## config.mk

```make
export PLATFORM = sky130hd
export DESIGN_NAME = pattern_sequencer_flat
export DESIGN_NICKNAME = d
export VERILOG_FILES = /design/src/rtl/pattern_sequencer_if.sv /design/src/rtl/pattern_sequencer.sv /design/src/flat_wrapper.sv
export SDC_FILE = /design/constraint.sdc
export NUM_CORES = 1
export LEC_CHECK = 0
export ABC_CLOCK_PERIOD_IN_PS = 4900
export CAP_MARGIN = 5
export CORE_UTILIZATION = 45
export CTS_CLUSTER_DIAMETER = 100
export DETAILED_ROUTE_END_ITERATION = 6
export PLACE_DENSITY = 0.74
export SYNTH_ARGS = -nofsm -noshare
export SYNTH_HDL_FRONTEND = slang
export SYNTH_SLANG_ARGS = --single-unit
```

## constraint.sdc

```tcl
create_clock -name clk -period 4.9 [get_ports clk]
set_clock_uncertainty 0.05 [all_clocks]
set_input_delay 0.735 -clock clk [delete_from_list [all_inputs] [get_ports clk]]
set_output_delay 0.735 -clock clk [all_outputs]
set_load 0.1 [all_outputs]
```

## src/rtl/pattern_sequencer_if.sv

```systemverilog
// pattern_sequencer_if: command/response bundle between the game fsm and the pattern sequencer
interface pattern_sequencer_if #(
    parameter int MAX_ROUNDS = 32
) ();
    localparam int W = $clog2(MAX_ROUNDS + 1);
    logic         clear;
    logic         add_clr;
    logic         play_start;
    logic         speed_up;
    logic         check_valid;
    logic [3:0]   player_input;
    logic         pulse;
    logic [3:0]   led;
    logic         play_busy;
    logic         play_done;
    logic         result_valid;
    logic         result;
    logic         round_complete;
    logic [W-1:0] seq_len;
    logic         full;
    modport master (
        output clear, add_clr, play_start, speed_up, check_valid, player_input,
        input  pulse, led, play_busy, play_done, result_valid, result, round_complete, seq_len, full
    );
    modport slave (
        input  clear, add_clr, play_start, speed_up, check_valid, player_input,
        output pulse, led, play_busy, play_done, result_valid, result, round_complete, seq_len, full
    );
endinterface

```

## src/rtl/pattern_sequencer.sv

```systemverilog
// pattern_sequencer: stores the random colour sequence, generates the tempo pulse, plays back and checks entries
module pattern_sequencer #(
    parameter int          MAX_ROUNDS = 32,
    parameter int          BASE_TICKS = 25_000_000,
    parameter logic [15:0] LFSR_SEED  = 16'hACE1
) (
    input logic clk,
    input logic reset,
    pattern_sequencer_if.slave bus
);
    localparam int W  = $clog2(MAX_ROUNDS + 1);
    localparam int IW = MAX_ROUNDS > 1 ? $clog2(MAX_ROUNDS) : 1;
    localparam int CW = BASE_TICKS > 1 ? $clog2(BASE_TICKS) : 1;
    localparam logic [W-1:0] ONE = W'(1);

    typedef enum logic [1:0] {IDLE, WAIT_ON, PLAY_ON, PLAY_OFF} state_t;

    state_t        state_q, state_d;
    logic [CW-1:0] cnt_q, cnt_d;
    logic [1:0]    speed_q, speed_d;
    logic [15:0]   lfsr_q;
    logic [1:0]    mem_q [MAX_ROUNDS];
    logic [W-1:0]  seq_len_q, seq_len_d;
    logic [W-1:0]  idx_q, idx_d;
    logic [W-1:0]  chk_q, chk_d;
    logic [W-1:0]  nxt;
    logic [3:0]    led_q, led_d;
    logic [3:0]    led_on;
    logic [3:0]    chk_clr;
    logic          play_done_q, play_done_d;
    logic          result_q, result_d;
    logic          result_valid_q, result_valid_d;
    logic          round_complete_q, round_complete_d;
    logic          pulse, full, wr_en, match;

    assign pulse   = cnt_q == '0;
    assign full    = seq_len_q == W'(MAX_ROUNDS);
    assign wr_en   = state_q == IDLE && !bus.clear && !bus.play_start && bus.add_clr && !full;
    assign chk_clr = 4'b0001 << mem_q[chk_q[IW-1:0]];
    assign match   = seq_len_q != '0 && bus.player_input == chk_clr;
    // Colour lit on entering PLAY_ON: the first entry from WAIT_ON, the following one from PLAY_OFF
    assign nxt     = idx_q + W'(state_q == PLAY_OFF);
    assign led_on  = 4'b0001 << mem_q[nxt[IW-1:0]];

    // Next-state: tempo reload, speed level, playback walk and entry checking
    always_comb begin
        state_d          = state_q;
        idx_d            = idx_q;
        chk_d            = chk_q;
        seq_len_d        = seq_len_q;
        led_d            = led_q;
        result_d         = result_q;
        play_done_d      = 1'b0;
        result_valid_d   = 1'b0;
        round_complete_d = 1'b0;
        cnt_d            = pulse ? CW'((BASE_TICKS >> speed_q) - 1) : cnt_q - CW'(1);
        speed_d          = bus.clear ? 2'd0 : (bus.speed_up && speed_q != 2'd3) ? speed_q + 2'd1 : speed_q;
        if (bus.clear) begin
            state_d   = IDLE;
            idx_d     = '0;
            chk_d     = '0;
            seq_len_d = '0;
            led_d     = '0;
        end else begin
            case (state_q)
                IDLE: begin
                    if (bus.play_start) begin
                        state_d     = seq_len_q != '0 ? WAIT_ON : IDLE;
                        idx_d       = '0;
                        play_done_d = seq_len_q == '0;
                    end else if (bus.add_clr) begin
                        seq_len_d = full ? seq_len_q : seq_len_q + ONE;
                    end else if (bus.check_valid) begin
                        result_valid_d   = 1'b1;
                        result_d         = match;
                        round_complete_d = match && chk_q == seq_len_q - ONE;
                        chk_d            = (match && chk_q != seq_len_q - ONE) ? chk_q + ONE : '0;
                    end
                end
                WAIT_ON: begin
                    state_d = pulse ? PLAY_ON : WAIT_ON;
                    led_d   = pulse ? led_on : led_q;
                end
                PLAY_ON: begin
                    state_d = pulse ? PLAY_OFF : PLAY_ON;
                    led_d   = pulse ? 4'b0000 : led_q;
                end
                PLAY_OFF: begin
                    if (pulse && idx_q == seq_len_q - ONE) begin
                        state_d     = IDLE;
                        play_done_d = 1'b1;
                    end else if (pulse) begin
                        state_d = PLAY_ON;
                        idx_d   = nxt;
                        led_d   = led_on;
                    end
                end
            endcase
        end
    end

    // Registers; the LFSR free-runs and only reset reloads it
    always_ff @(posedge clk or negedge reset) begin
        if (!reset) begin
            state_q          <= IDLE;
            cnt_q            <= CW'(BASE_TICKS - 1);
            speed_q          <= 2'd0;
            lfsr_q           <= LFSR_SEED;
            seq_len_q        <= '0;
            idx_q            <= '0;
            chk_q            <= '0;
            led_q            <= '0;
            play_done_q      <= 1'b0;
            result_q         <= 1'b0;
            result_valid_q   <= 1'b0;
            round_complete_q <= 1'b0;
        end else begin
            state_q          <= state_d;
            cnt_q            <= cnt_d;
            speed_q          <= speed_d;
            lfsr_q           <= {lfsr_q[0] ^ lfsr_q[2] ^ lfsr_q[3] ^ lfsr_q[5], lfsr_q[15:1]};
            seq_len_q        <= seq_len_d;
            idx_q            <= idx_d;
            chk_q            <= chk_d;
            led_q            <= led_d;
            play_done_q      <= play_done_d;
            result_q         <= result_d;
            result_valid_q   <= result_valid_d;
            round_complete_q <= round_complete_d;
        end
    end

    // Colour store; entries beyond seq_len are never read, so no reset is needed
    always_ff @(posedge clk) begin
        if (wr_en) mem_q[seq_len_q[IW-1:0]] <= lfsr_q[1:0];
    end

    assign bus.pulse          = pulse;
    assign bus.led            = led_q;
    assign bus.play_busy      = state_q != IDLE;
    assign bus.play_done      = play_done_q;
    assign bus.result_valid   = result_valid_q;
    assign bus.result         = result_q;
    assign bus.round_complete = round_complete_q;
    assign bus.seq_len        = seq_len_q;
    assign bus.full           = full;
endmodule
```

## src/flat_wrapper.sv

```systemverilog
// flat-port wrapper written by rule: the top's interface ports become plain ports
module pattern_sequencer_flat 
#(
    parameter int          MAX_ROUNDS = 32,
    parameter int          BASE_TICKS = 25_000_000,
    parameter logic [15:0] LFSR_SEED  = 16'hACE1
)
  (clk, reset, bus_clear, bus_add_clr, bus_play_start, bus_speed_up, bus_check_valid, bus_player_input, bus_pulse, bus_led, bus_play_busy, bus_play_done, bus_result_valid, bus_result, bus_round_complete, bus_seq_len, bus_full);
  pattern_sequencer_if #(.MAX_ROUNDS(MAX_ROUNDS)) bus_i ();
  input logic clk;
  input logic reset;
  input wire logic [$bits(bus_i.clear)-1:0] bus_clear;
  input wire logic [$bits(bus_i.add_clr)-1:0] bus_add_clr;
  input wire logic [$bits(bus_i.play_start)-1:0] bus_play_start;
  input wire logic [$bits(bus_i.speed_up)-1:0] bus_speed_up;
  input wire logic [$bits(bus_i.check_valid)-1:0] bus_check_valid;
  input wire logic [$bits(bus_i.player_input)-1:0] bus_player_input;
  output wire logic [$bits(bus_i.pulse)-1:0] bus_pulse;
  output wire logic [$bits(bus_i.led)-1:0] bus_led;
  output wire logic [$bits(bus_i.play_busy)-1:0] bus_play_busy;
  output wire logic [$bits(bus_i.play_done)-1:0] bus_play_done;
  output wire logic [$bits(bus_i.result_valid)-1:0] bus_result_valid;
  output wire logic [$bits(bus_i.result)-1:0] bus_result;
  output wire logic [$bits(bus_i.round_complete)-1:0] bus_round_complete;
  output wire logic [$bits(bus_i.seq_len)-1:0] bus_seq_len;
  output wire logic [$bits(bus_i.full)-1:0] bus_full;
  assign bus_i.clear = bus_clear;
  assign bus_i.add_clr = bus_add_clr;
  assign bus_i.play_start = bus_play_start;
  assign bus_i.speed_up = bus_speed_up;
  assign bus_i.check_valid = bus_check_valid;
  assign bus_i.player_input = bus_player_input;
  assign bus_pulse = bus_i.pulse;
  assign bus_led = bus_i.led;
  assign bus_play_busy = bus_i.play_busy;
  assign bus_play_done = bus_i.play_done;
  assign bus_result_valid = bus_i.result_valid;
  assign bus_result = bus_i.result;
  assign bus_round_complete = bus_i.round_complete;
  assign bus_seq_len = bus_i.seq_len;
  assign bus_full = bus_i.full;
  pattern_sequencer #(.MAX_ROUNDS(MAX_ROUNDS), .BASE_TICKS(BASE_TICKS), .LFSR_SEED(LFSR_SEED)) u_core (.clk(clk), .reset(reset), .bus(bus_i));
endmodule
```

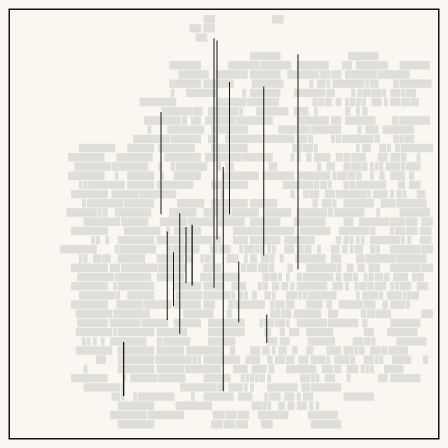
(images/met4.png)
main direction: vertical
share of all routed wire: 3.6%
wire length on this layer: 532 um
Post-Route WL: 14.83 mm
via count: 4497

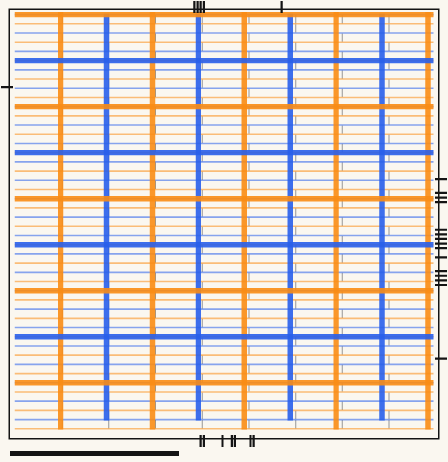
(images/pdn.png)
Scale bar: 50 um. Pins as bars on the die edge. Tap cells in gray.
| color | net |
|---|---|
| blue | VDD |
| orange | VSS |
signal pins: 28
met1 rails: 46
met4 straps: 9
met5 straps: 9
rows: 45
Die Width: 126.5 um
core box area: 15150 sq um
die height: 126.5 um

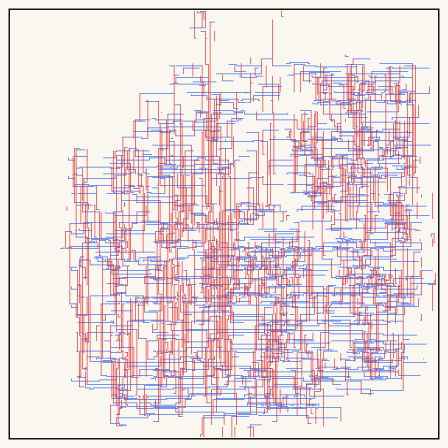
(images/metal_stack.png)
Two of the layers only.
| color | layer | wire length |
|---|---|---|
| blue | met1 | 6280 um |
| red | met2 | 7170 um |
drt wl/cell: 19.23 um
GRT Overall Usage: 20.34%

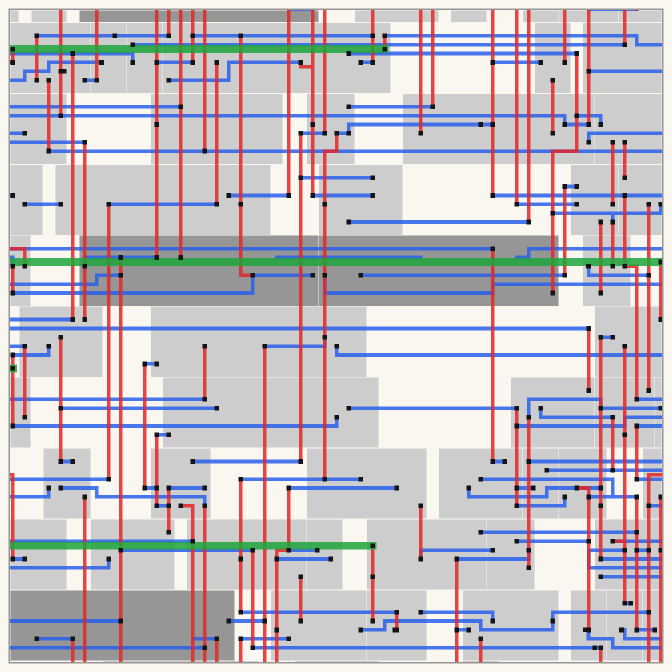
(images/zoom.png)
Region (82, 19) to (107, 44) um. Cells in gray, sequential cells in the stronger gray; small squares are vias.
| color | layer |
|---|---|
| blue | met1 |
| green | met3 |
| red | met2 |
most frequent: inv_1 (6), xnor2_1 (5)
cells with their middle in the window: 45
netlist names of flops here include: u_core.bus.seq_len (2), u_core.idx_q (1)
sequential cells in the window: 3

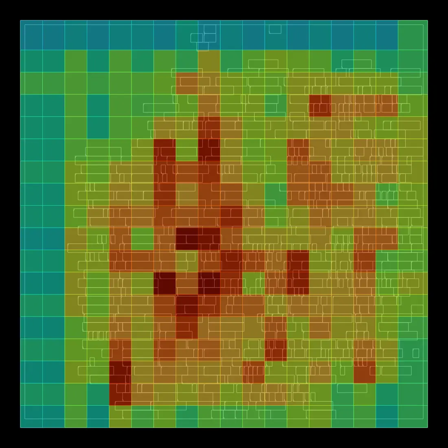
(images/final_congestion.png)
GRT met3 Usage: 5.399%
met1 Track Usage GR: 25.98%
Global Route met2 Usage: 32.14%

==> out/results.txt <==
Pins Over Slew Limit: 0
Area after DPL: 7387 sq um
First-pass GRT wire length: 24.54 mm
PwrDens: 332.0 nW/um^2
Area Overhead vs Synth: 13.53%
Clock root buffer: clkbuf_16
Unrepaired setup endpoints after global routing: no
Async S/R FF share, synth: 52.59%
I/O pin count: 28
Final worst slack: 830.2 ps
Synthesized area: 6973 sq um
CP Launch Type: flip-flop
Final Setup Violations: 0
Mux share: 14.35%
Worst-path clk slew: 60 ps
Layout cell share with drive strength beyond 1: 19.38%
ClkCell Share: 6.686%
Multi-Input Combinational: 362
Fraction of area in registers: 47.12%
Synth unique cells: 49
DRC Markers: 0
Fillers: 1227
Yosys top cell by instances: nor2_1
Status: finished clean
Area occupied by registers: 3730 sq um
Worst hold slack: 306.1 ps
Logic cell area: 3034 sq um
Worst slew pin tran: 1232 ps
HP Start: u_core.lfsr_q[11]
IR drop worst, VDD: 0.2425 mV
Antenna violations before repair: 0
Synthesized instance count: 548
Std-Cell Rows: 45
CP endpoint kind: output port
Reg2reg end: u_core.bus.round_complete
Layout Utilization: 52.27%
Number of non-clock buffers: 32
Most frequent cells after synthesis: 74 x nor2_1, 64 x edfxtp_1, 46 x dfrtp_1, 40 x mux4_2, 40 x nand2_1
Clock network power share: 43.6%
Hold Path Sink: u_core.lfsr_q[10]
Worst-path cell chain: inv_1, ha_1, or4b_4, or3_1, or4_4, clkinv_4, buf_4
Pwr Total: 2.628 mW
Clock group total power: 1.15 mW
CP max stage delay: 700 ps
Grt ovf: 0
Seq. pwr: 1.27 mW
Critical Path AT: 3280 ps
Post-cts resize count: 0
Inverter count: 22
Pre-CTS setup slack: 1080 ps
Ao+oa area frac: 5.311%
Log Warnings: 39
Top power group: sequential cells
YS chip area: 6973 sq um
Avg Cell Area, Syn: 12.72 sq um
Largest class: flip-flops and latches
Internal power: 2.010 mW
Max cap viols: 0
Initial DRC Count: 429
CTS Hold Buffers Added: 0
Crit-path max FO: 20
# Cells Yosys: 548
Worst slew margin: 17.01%
critical path: cells and delay by family (launching register included):
kind / cells / cell delay [ps]
AND/OR/NAND/NOR: 3 / 1710
buffers and inverters: 3 / 570
flip-flops: 1 / 370
adder cells (fa/ha/maj): 1 / 210
metal layers:
metal / track usage [%] / vias up / part of all wire, %
li1: - / 2044 / -
met1: 25.98 / 2244 / 42
met2: 32.14 / 169 / 48
met3: 5.399 / 40 / 5.7
met4: 10.21 / 0 / 3.6
met5: 0 / - / 0
placed cells by master (no fill, tap or decap), types with 21 or more instances in the layout:
master,synthesis,final
dfstp_2,25,25
dfrtp_1,46,46
mux4_2,40,40
xnor2_1,28,28
edfxtp_1,64,64
inv_1,21,21
clkdlybuf4s50_1,0,25
ha_1,21,21
nor2_1,74,74
nand2_1,40,40
No activity file was given, so power comes from the tool's default toggle rates.
